--- config.mk ---
export PLATFORM = sky130hd
export DESIGN_NAME = pipe_hazard_ctrl_flat
export DESIGN_NICKNAME = d
export VERILOG_FILES = /design/src/rtl/pipe_hazard_ctrl_if.sv /design/src/rtl/pipe_hazard_ctrl.sv /design/src/flat_wrapper.sv
export SDC_FILE = /design/constraint.sdc
export NUM_CORES = 1
export LEC_CHECK = 0
export CAP_MARGIN = 20
export CELL_PAD_IN_SITES_DETAIL_PLACEMENT = 2
export CELL_PAD_IN_SITES_GLOBAL_PLACEMENT = 2
export CORE_AREA = 2 2 110 112
export DETAILED_ROUTE_END_ITERATION = 10
export DIE_AREA = 0 0 112 114
export PLACE_DENSITY = 0.93
export REMOVE_ABC_BUFFERS = 1
export SYNTH_ARGS = -nofsm -noshare
export SYNTH_HDL_FRONTEND = slang
export SYNTH_SLANG_ARGS = --single-unit
--- constraint.sdc ---
create_clock -name clk_i -period 5.1 [get_ports clk_i]
set_clock_uncertainty 0.2 [all_clocks]
set_input_delay 1.02 -clock clk_i [delete_from_list [all_inputs] [get_ports clk_i]]
set_output_delay 1.02 -clock clk_i [all_outputs]
set_load 0.1 [all_outputs]
--- src/rtl/pipe_hazard_ctrl_if.sv ---
// Hazard-control bundle between the Y86-64 pipeline datapath and pipe_hazard_ctrl.
// master = datapath side (drives hazard sources), slave = control unit.
interface pipe_hazard_ctrl_if #(
  parameter int CNT_W  = 32,
  parameter int STAT_W = 3,
  parameter int REG_W  = 4
);
  logic [3:0]        D_icode_i;
  logic [REG_W-1:0]  d_srcA_i;
  logic [REG_W-1:0]  d_srcB_i;
  logic [3:0]        E_icode_i;
  logic [REG_W-1:0]  E_dstM_i;
  logic              e_cnd_i;
  logic [3:0]        M_icode_i;
  logic [STAT_W-1:0] m_stat_i;
  logic [STAT_W-1:0] W_stat_i;

  logic              F_stall_o, F_bubble_o;
  logic              D_stall_o, D_bubble_o;
  logic              E_stall_o, E_bubble_o;
  logic              M_stall_o, M_bubble_o;
  logic              W_stall_o, W_bubble_o;
  logic              set_cc_o;
  logic              halted_o;
  logic [STAT_W-1:0] final_stat_o;
  logic [CNT_W-1:0]  cyc_cnt_o, ret_cnt_o, stall_cnt_o, mispred_cnt_o;

  modport master (
    output D_icode_i, d_srcA_i, d_srcB_i, E_icode_i, E_dstM_i, e_cnd_i,
           M_icode_i, m_stat_i, W_stat_i,
    input  F_stall_o, F_bubble_o, D_stall_o, D_bubble_o, E_stall_o, E_bubble_o,
           M_stall_o, M_bubble_o, W_stall_o, W_bubble_o, set_cc_o, halted_o,
           final_stat_o, cyc_cnt_o, ret_cnt_o, stall_cnt_o, mispred_cnt_o
  );

  modport slave (
    input  D_icode_i, d_srcA_i, d_srcB_i, E_icode_i, E_dstM_i, e_cnd_i,
           M_icode_i, m_stat_i, W_stat_i,
    output F_stall_o, F_bubble_o, D_stall_o, D_bubble_o, E_stall_o, E_bubble_o,
           M_stall_o, M_bubble_o, W_stall_o, W_bubble_o, set_cc_o, halted_o,
           final_stat_o, cyc_cnt_o, ret_cnt_o, stall_cnt_o, mispred_cnt_o
  );
endinterface

--- src/rtl/pipe_hazard_ctrl.sv ---
// Central stall/bubble and exception-status control for the five-stage Y86-64 pipeline.
// Define PIPE_HAZARD_CTRL_PERF_EN to build the performance counters; otherwise they read 0.
module pipe_hazard_ctrl #(
  parameter int CNT_W  = 32,
  parameter int STAT_W = 3,
  parameter int REG_W  = 4
) (
  input logic               clk_i,
  input logic               rst_n_i,
  pipe_hazard_ctrl_if.slave hz
);

  localparam logic [3:0]        IC_OPQ    = 4'h6;
  localparam logic [3:0]        IC_MRMOVQ = 4'h5;
  localparam logic [3:0]        IC_JXX    = 4'h7;
  localparam logic [3:0]        IC_RET    = 4'h9;
  localparam logic [3:0]        IC_POPQ   = 4'hB;
  localparam logic [STAT_W-1:0] STAT_AOK  = STAT_W'(1);
  localparam logic [REG_W-1:0]  RNONE     = {REG_W{1'b1}};

  typedef enum logic [1:0] {
    ST_RUN    = 2'b00,
    ST_DRAIN  = 2'b01,
    ST_HALTED = 2'b10
  } state_t;

  state_t            state_r, next_state_s;
  logic              load_use_s, ret_haz_s, mispred_s;
  logic              f_stall_s, f_bubble_s, d_stall_s, d_bubble_s, e_stall_s, e_bubble_s;
  logic              m_stall_s, m_bubble_s, w_stall_s, w_bubble_s, set_cc_s;
  logic              halted_r;
  logic [STAT_W-1:0] final_stat_r;

  // Hazard detection from the current pipeline-register contents
  always_comb begin
    load_use_s = ((hz.E_icode_i == IC_MRMOVQ) || (hz.E_icode_i == IC_POPQ)) &&
                 (hz.E_dstM_i != RNONE) &&
                 ((hz.E_dstM_i == hz.d_srcA_i) || (hz.E_dstM_i == hz.d_srcB_i));
    ret_haz_s  = (hz.D_icode_i == IC_RET) || (hz.E_icode_i == IC_RET) ||
                 (hz.M_icode_i == IC_RET);
    mispred_s  = (hz.E_icode_i == IC_JXX) && !hz.e_cnd_i;
  end

  // Next-state selection and per-stage stall/bubble decode
  always_comb begin
    next_state_s = state_r;
    f_stall_s    = 1'b0;
    f_bubble_s   = 1'b0;
    d_stall_s    = 1'b0;
    d_bubble_s   = 1'b0;
    e_stall_s    = 1'b0;
    e_bubble_s   = 1'b0;
    m_stall_s    = 1'b0;
    m_bubble_s   = 1'b0;
    w_stall_s    = 1'b0;
    w_bubble_s   = 1'b0;
    case (state_r)
      ST_RUN, ST_DRAIN: begin
        f_stall_s  = load_use_s | ret_haz_s;
        d_stall_s  = load_use_s;
        // A stalled D register must not also be bubbled, so ret yields to load-use
        d_bubble_s = mispred_s | (ret_haz_s & ~load_use_s);
        e_bubble_s = mispred_s | load_use_s;
        m_bubble_s = (state_r == ST_DRAIN);
        if (hz.W_stat_i != STAT_AOK) begin
          next_state_s = ST_HALTED;
        end else if ((state_r == ST_RUN) && (hz.m_stat_i != STAT_AOK)) begin
          next_state_s = ST_DRAIN;
        end else begin
          next_state_s = state_r;
        end
      end
      ST_HALTED: begin
        f_stall_s    = 1'b1;
        d_stall_s    = 1'b1;
        e_stall_s    = 1'b1;
        m_stall_s    = 1'b1;
        w_stall_s    = 1'b1;
        next_state_s = ST_HALTED;
      end
      default: begin
        next_state_s = ST_RUN;
      end
    endcase
  end

  always_comb begin
    set_cc_s = (hz.E_icode_i == IC_OPQ) && (state_r == ST_RUN) &&
               (hz.m_stat_i == STAT_AOK) && (hz.W_stat_i == STAT_AOK);
  end

  // Exception FSM state register
  always_ff @(posedge clk_i or negedge rst_n_i) begin
    if (!rst_n_i) begin
      state_r <= ST_RUN;
    end else begin
      state_r <= next_state_s;
    end
  end

  // Sticky halt flag and status of the instruction that caused the halt
  always_ff @(posedge clk_i or negedge rst_n_i) begin
    if (!rst_n_i) begin
      halted_r     <= 1'b0;
      final_stat_r <= STAT_AOK;
    end else if ((next_state_s == ST_HALTED) && (state_r != ST_HALTED)) begin
      halted_r     <= 1'b1;
      final_stat_r <= hz.W_stat_i;
    end
  end

`ifdef PIPE_HAZARD_CTRL_PERF_EN
  logic [CNT_W-1:0] cyc_cnt_r, ret_cnt_r, stall_cnt_r, mispred_cnt_r;

  // Free-running event counters, frozen once the pipe has halted
  always_ff @(posedge clk_i or negedge rst_n_i) begin
    if (!rst_n_i) begin
      cyc_cnt_r     <= '0;
      ret_cnt_r     <= '0;
      stall_cnt_r   <= '0;
      mispred_cnt_r <= '0;
    end else if (state_r != ST_HALTED) begin
      cyc_cnt_r <= cyc_cnt_r + CNT_W'(1);
      if (hz.W_stat_i == STAT_AOK) begin
        ret_cnt_r <= ret_cnt_r + CNT_W'(1);
      end
      if (f_stall_s) begin
        stall_cnt_r <= stall_cnt_r + CNT_W'(1);
      end
      if (mispred_s) begin
        mispred_cnt_r <= mispred_cnt_r + CNT_W'(1);
      end
    end
  end

  assign hz.cyc_cnt_o     = cyc_cnt_r;
  assign hz.ret_cnt_o     = ret_cnt_r;
  assign hz.stall_cnt_o   = stall_cnt_r;
  assign hz.mispred_cnt_o = mispred_cnt_r;
`else
  assign hz.cyc_cnt_o     = '0;
  assign hz.ret_cnt_o     = '0;
  assign hz.stall_cnt_o   = '0;
  assign hz.mispred_cnt_o = '0;
`endif

  assign hz.F_stall_o    = f_stall_s;
  assign hz.F_bubble_o   = f_bubble_s;
  assign hz.D_stall_o    = d_stall_s;
  assign hz.D_bubble_o   = d_bubble_s;
  assign hz.E_stall_o    = e_stall_s;
  assign hz.E_bubble_o   = e_bubble_s;
  assign hz.M_stall_o    = m_stall_s;
  assign hz.M_bubble_o   = m_bubble_s;
  assign hz.W_stall_o    = w_stall_s;
  assign hz.W_bubble_o   = w_bubble_s;
  assign hz.set_cc_o     = set_cc_s;
  assign hz.halted_o     = halted_r;
  assign hz.final_stat_o = final_stat_r;

endmodule

--- src/flat_wrapper.sv ---
// flat-port wrapper written by rule: the top's interface ports become plain ports
module pipe_hazard_ctrl_flat 
#(
  parameter int CNT_W  = 32,
  parameter int STAT_W = 3,
  parameter int REG_W  = 4
)
  (clk_i, rst_n_i, hz_D_icode_i, hz_d_srcA_i, hz_d_srcB_i, hz_E_icode_i, hz_E_dstM_i, hz_e_cnd_i, hz_M_icode_i, hz_m_stat_i, hz_W_stat_i, hz_F_stall_o, hz_F_bubble_o, hz_D_stall_o, hz_D_bubble_o, hz_E_stall_o, hz_E_bubble_o, hz_M_stall_o, hz_M_bubble_o, hz_W_stall_o, hz_W_bubble_o, hz_set_cc_o, hz_halted_o, hz_final_stat_o, hz_cyc_cnt_o, hz_ret_cnt_o, hz_stall_cnt_o, hz_mispred_cnt_o);
  pipe_hazard_ctrl_if #(.CNT_W(CNT_W), .STAT_W(STAT_W), .REG_W(REG_W)) hz_i ();
  input logic clk_i;
  input logic rst_n_i;
  input wire logic [$bits(hz_i.D_icode_i)-1:0] hz_D_icode_i;
  input wire logic [$bits(hz_i.d_srcA_i)-1:0] hz_d_srcA_i;
  input wire logic [$bits(hz_i.d_srcB_i)-1:0] hz_d_srcB_i;
  input wire logic [$bits(hz_i.E_icode_i)-1:0] hz_E_icode_i;
  input wire logic [$bits(hz_i.E_dstM_i)-1:0] hz_E_dstM_i;
  input wire logic [$bits(hz_i.e_cnd_i)-1:0] hz_e_cnd_i;
  input wire logic [$bits(hz_i.M_icode_i)-1:0] hz_M_icode_i;
  input wire logic [$bits(hz_i.m_stat_i)-1:0] hz_m_stat_i;
  input wire logic [$bits(hz_i.W_stat_i)-1:0] hz_W_stat_i;
  output wire logic [$bits(hz_i.F_stall_o)-1:0] hz_F_stall_o;
  output wire logic [$bits(hz_i.F_bubble_o)-1:0] hz_F_bubble_o;
  output wire logic [$bits(hz_i.D_stall_o)-1:0] hz_D_stall_o;
  output wire logic [$bits(hz_i.D_bubble_o)-1:0] hz_D_bubble_o;
  output wire logic [$bits(hz_i.E_stall_o)-1:0] hz_E_stall_o;
  output wire logic [$bits(hz_i.E_bubble_o)-1:0] hz_E_bubble_o;
  output wire logic [$bits(hz_i.M_stall_o)-1:0] hz_M_stall_o;
  output wire logic [$bits(hz_i.M_bubble_o)-1:0] hz_M_bubble_o;
  output wire logic [$bits(hz_i.W_stall_o)-1:0] hz_W_stall_o;
  output wire logic [$bits(hz_i.W_bubble_o)-1:0] hz_W_bubble_o;
  output wire logic [$bits(hz_i.set_cc_o)-1:0] hz_set_cc_o;
  output wire logic [$bits(hz_i.halted_o)-1:0] hz_halted_o;
  output wire logic [$bits(hz_i.final_stat_o)-1:0] hz_final_stat_o;
  output wire logic [$bits(hz_i.cyc_cnt_o)-1:0] hz_cyc_cnt_o;
  output wire logic [$bits(hz_i.ret_cnt_o)-1:0] hz_ret_cnt_o;
  output wire logic [$bits(hz_i.stall_cnt_o)-1:0] hz_stall_cnt_o;
  output wire logic [$bits(hz_i.mispred_cnt_o)-1:0] hz_mispred_cnt_o;
  assign hz_i.D_icode_i = hz_D_icode_i;
  assign hz_i.d_srcA_i = hz_d_srcA_i;
  assign hz_i.d_srcB_i = hz_d_srcB_i;
  assign hz_i.E_icode_i = hz_E_icode_i;
  assign hz_i.E_dstM_i = hz_E_dstM_i;
  assign hz_i.e_cnd_i = hz_e_cnd_i;
  assign hz_i.M_icode_i = hz_M_icode_i;
  assign hz_i.m_stat_i = hz_m_stat_i;
  assign hz_i.W_stat_i = hz_W_stat_i;
  assign hz_F_stall_o = hz_i.F_stall_o;
  assign hz_F_bubble_o = hz_i.F_bubble_o;
  assign hz_D_stall_o = hz_i.D_stall_o;
  assign hz_D_bubble_o = hz_i.D_bubble_o;
  assign hz_E_stall_o = hz_i.E_stall_o;
  assign hz_E_bubble_o = hz_i.E_bubble_o;
  assign hz_M_stall_o = hz_i.M_stall_o;
  assign hz_M_bubble_o = hz_i.M_bubble_o;
  assign hz_W_stall_o = hz_i.W_stall_o;
  assign hz_W_bubble_o = hz_i.W_bubble_o;
  assign hz_set_cc_o = hz_i.set_cc_o;
  assign hz_halted_o = hz_i.halted_o;
  assign hz_final_stat_o = hz_i.final_stat_o;
  assign hz_cyc_cnt_o = hz_i.cyc_cnt_o;
  assign hz_ret_cnt_o = hz_i.ret_cnt_o;
  assign hz_stall_cnt_o = hz_i.stall_cnt_o;
  assign hz_mispred_cnt_o = hz_i.mispred_cnt_o;
  pipe_hazard_ctrl #(.CNT_W(CNT_W), .STAT_W(STAT_W), .REG_W(REG_W)) u_core (.clk_i(clk_i), .rst_n_i(rst_n_i), .hz(hz_i));
endmodule
### Clock distribution

Bar = 20 µm.
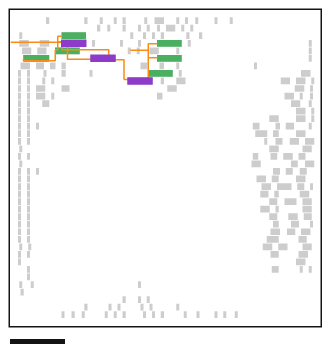
Key: green = flip-flops [count 6]; purple = clock drivers [count 3]; orange = clock wires [length 126 µm]
There are 4 routed clock nets.

### Selected gate families

Bar = 20 µm.
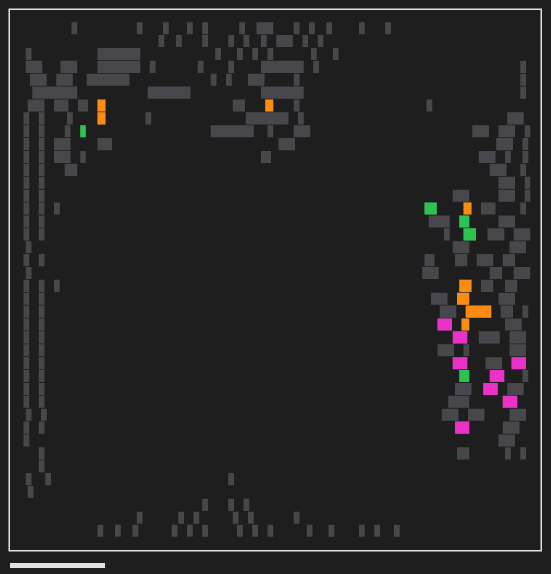
Key: orange = inverting AOI/OAI gates [cells 8, most used o21ai_0]; green = NAND gates [cells 5, most used nand3b_1]; magenta = XOR/XNOR gates [cells 8, most used xor2_1]

### PDN straps and rails

Pins as bars on the die edge. Tap cells in grey.
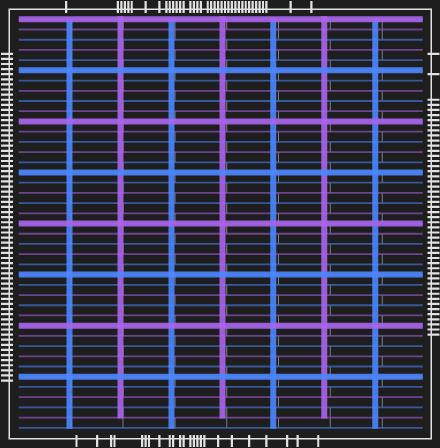
Key: blue = VSS; purple = VDD
41 met1 rails follow the rows. 176 signal pins sit on the boundary. The core has 40 rows. 8 straps on met5. 147 tap cells.

### Clock nets

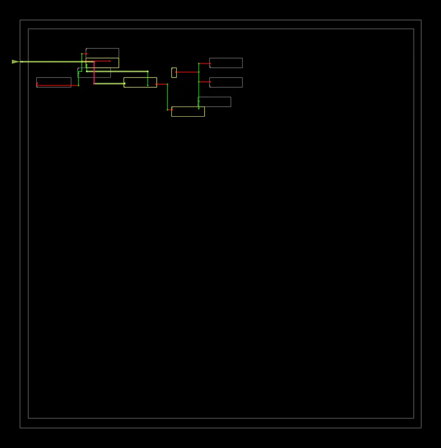
clock group total power: 0.130 mW
sequential cells: 6
CTS buffer count: 3
count of clock tree sinks: 6
Skew-Pair Late Insertion Delay: 0.23 ns

==> reports/notes.md <==
From bottom edge to top edge, the die measures 114 µm. Setup repair after global routing left no endpoint under its margin. The total leakage power is 0.829 nW, and the number of antenna cells inserted is 0. In the final design database the tool counted 264 nets. The xor-xnor portion of the synthesized cell area is 4.72%. The data arrival time of the critical path is 2.78 ns, and the post-layout minimum cycle time is 4.00 ns. Synthesis produced a netlist whose cell count is 185. The run gives 0 for the residual overflow from global routing.

After clock tree synthesis, the setup repair step added 0 buffers. Yosys stat counts 185 cells in the synthesized netlist. The routed length on met3 is 508 µm, and the total via count after detailed routing is 962.

Summing the sequential cell areas from Yosys gives 10.2% of the chip area. For this run, the number of Yosys warnings is 0. Final hold analysis gives a worst-case slack of 0.270 ns. The longest incremental delay of any stage on the critical path is reported as 0.48 ns. The slew at the pin closest to its max-slew limit was 0.979 ns. The run gives 4.89% for the global-route usage over all layers.

Detailed placement finished with a half-perimeter wire length of 3080 µm. With the switching fraction of total power at 71.9%, the normalized max-slew margin is 34.6%. In the per-layer breakdown of the detailed-route log, met1 shows 1250 µm. In the final timing run, aggregate negative setup slack is 0 ns. The synthesized netlist devotes 0% of its cell area to adder and majority cells. Looking at the power breakdown, combinational cells take 72.8% of the total. The flow ran to the end, and the final reports show no timing, DRC or antenna violations. The run gives 2 for the maximum number of buffers from clock root to sink. The endpoint type of the worst setup path was an output port. The total power was 0.677 mW; the placement row count was 40.

Placer congestion estimate: 0.769. Internal power: 0.190 mW. IR analysis of the VDD net gives a maximum drop of 0.153 mV. The run gives 1640 µm for the met2 wirelength from detailed routing. Highest routed metal layer: met4. The worst hold path belongs to the class flop to flop. The final hold violation count recorded for this run is 0.

In this run, synthesis produced a sequential element count of 6. Looking at the power breakdown, sequential logic takes 8.0% of the total. Pin placement for this block handled 176 I/O pins. The required time of the critical path came out at 3.88 ns. The initial utilization of the core area, before any placement, comes to 12.7%.

The horizontal die dimension reported for this design is 112 µm. The count of cells along the worst hold path works out to 1. The critical-path maximum fanout was 4.

In this run the standard cell core region covers 0.0117 mm². The net switching power in the latest report is 0.486 mW. The logs give a warning total of 25. TritonRoute output was used to compute an average wire per cell of 9.04 µm. After layout, the worst path uses 78.4% of the clock period.

The cell with the largest stage delay on the worst path was clkdlybuf4s50_1. The multiplexer area fraction after synthesis works out to 0%. The tree is rooted in a clkbuf_16.

As logged by OpenROAD, the buffers inserted on ports number 45. With the area of the mapped netlist at 0.00149 mm², the routed wire length is 3410 µm. At the placement stage, the worst setup path has a slack of 1.06 ns.

For the number of antenna violations at the first check in global routing, the log shows 0. The first routing iteration left 38 violations. The critical path goes through clkdlybuf4s50_1 > xor2_1 > nor4_2 > o2111ai_2 > o21bai_1 > buf_4. TritonCTS built the clock tree. Post-synthesis simple-gate area fraction: 10.4%. In the routed layout, each cell is associated on average with a via count of 2.55.

The run gives 5.65% for the ratio of cells with drive above 1 in the final layout.
==> per-stage QoR <==
| step | utilization, % | std cells | cell area, µm² |
|---|---|---|---|
| after global placement | 13.6 | 373 | 1600 |
| after CTS | 14.3 | 377 | 1680 |
| after detailed placement | 13.6 | 373 | 1600 |
| final | 14.3 | 377 | 1680 |
| after floorplan | - | 181 | 975 |
| after global routing | 14.3 | 377 | 1680 |
==> cell usage after synthesis, drive strengths merged <==
| cell | count |
|---|---|
| nor2 | 5 |
| dfstp | 1 |
| o31a | 1 |
| o22a | 1 |
| and2 | 1 |
| a21o | 2 |
| nor4 | 3 |
| nand2 | 1 |
| or4b | 1 |
| dfrtp | 5 |
| nor3b | 1 |
| xor2 | 8 |
| a22o | 1 |
| nor4bb | 3 |
| inv | 2 |
| conb | 1 |
| o2111ai | 1 |
| o21bai | 2 |
| nand2b | 1 |
| clkbuf | 1 |
| o21a | 1 |
| nand3b | 2 |
| o21ai | 4 |
| buf | 132 |
| nor2b | 2 |
| nand4 | 1 |
| a21oi | 1 |
==> metal layers <==
layer  GRT usage (%)  vias up
met5               0        -
met4           0.732        0
met3            2.23        2
met2            8.36      116
met1            5.79      426
li1                -      418
==> layout make-up <==
cell class / instances / area, µm²
fill: 1402 / 10000
multi-input combinational: 173 / 816
sequential: 6 / 151
timing repair buffer: 45 / 438
inverter: 2 / 7.51
tap: 147 / 184
clock buffer: 4 / 78.8
==> kinds of logic after synthesis <==
logic type,after synthesis
AND/OR/NAND/NOR,21
buffers and inverters,135
flip-flops,6
other,1
AND-OR/OR-AND,14
XOR/XNOR,8
==> power by group through the flow <==
stage                     registers [mW]  logic [mW]  clock network [mW]
after floorplan                   0.0791       0.425                   0
after global placement            0.0543       0.488                   0
after detailed placement          0.0545       0.490                   0
after global routing              0.0545       0.503               0.138
after CTS                         0.0541       0.490               0.134
final                             0.0541       0.493               0.130
==> state kept, by name, summed over array words and instances (netlist names) <==
name / count
u_core.hz.halted_o: 1
u_core.state_r: 2
u_core.hz.final_stat_o: 3
==> cells in the final DEF (no fill, tap or decap), types with 3 or more instances in the layout <==
master and n:
buf_4 5, clkbuf_16 3, clkdlybuf4s50_1 40, conb_1 130
dfrtp_1 5, nor2_1 5, nor4_2 3, nor4bb_1 3
o21ai_0 3, xor2_1 8
==> final timing paths <==
kind	from	endpoint	slack [ns]
min in group asynchronous	rst_n_i	u_core.state_r[1]$_DFF_PN0_	0.86
min	u_core.hz.halted_o$_DFFE_PN0P_	u_core.hz.halted_o$_DFFE_PN0P_	0.27
max reg2reg	u_core.state_r[0]$_DFF_PN0_	u_core.state_r[0]$_DFF_PN0_	3.58
max in group asynchronous	rst_n_i	u_core.hz.final_stat_o[0]$_DFFE_PN1P_	3.56
max	hz_E_dstM_i[1]	hz_D_stall_o	1.10
min reg2reg	u_core.hz.halted_o$_DFFE_PN0P_	u_core.hz.halted_o$_DFFE_PN0P_	0.27
==> critical path: cells and delay by family <==
kind / cells / cell delay, ns
buffers and inverters: 2 / 0.81
AOI/OAI and AO/OA: 2 / 0.40
and+or+nand+nor: 1 / 0.35
xor gates and xnor gates: 1 / 0.20
Power figures rest on the tool's default switching activity, not on a simulated workload.
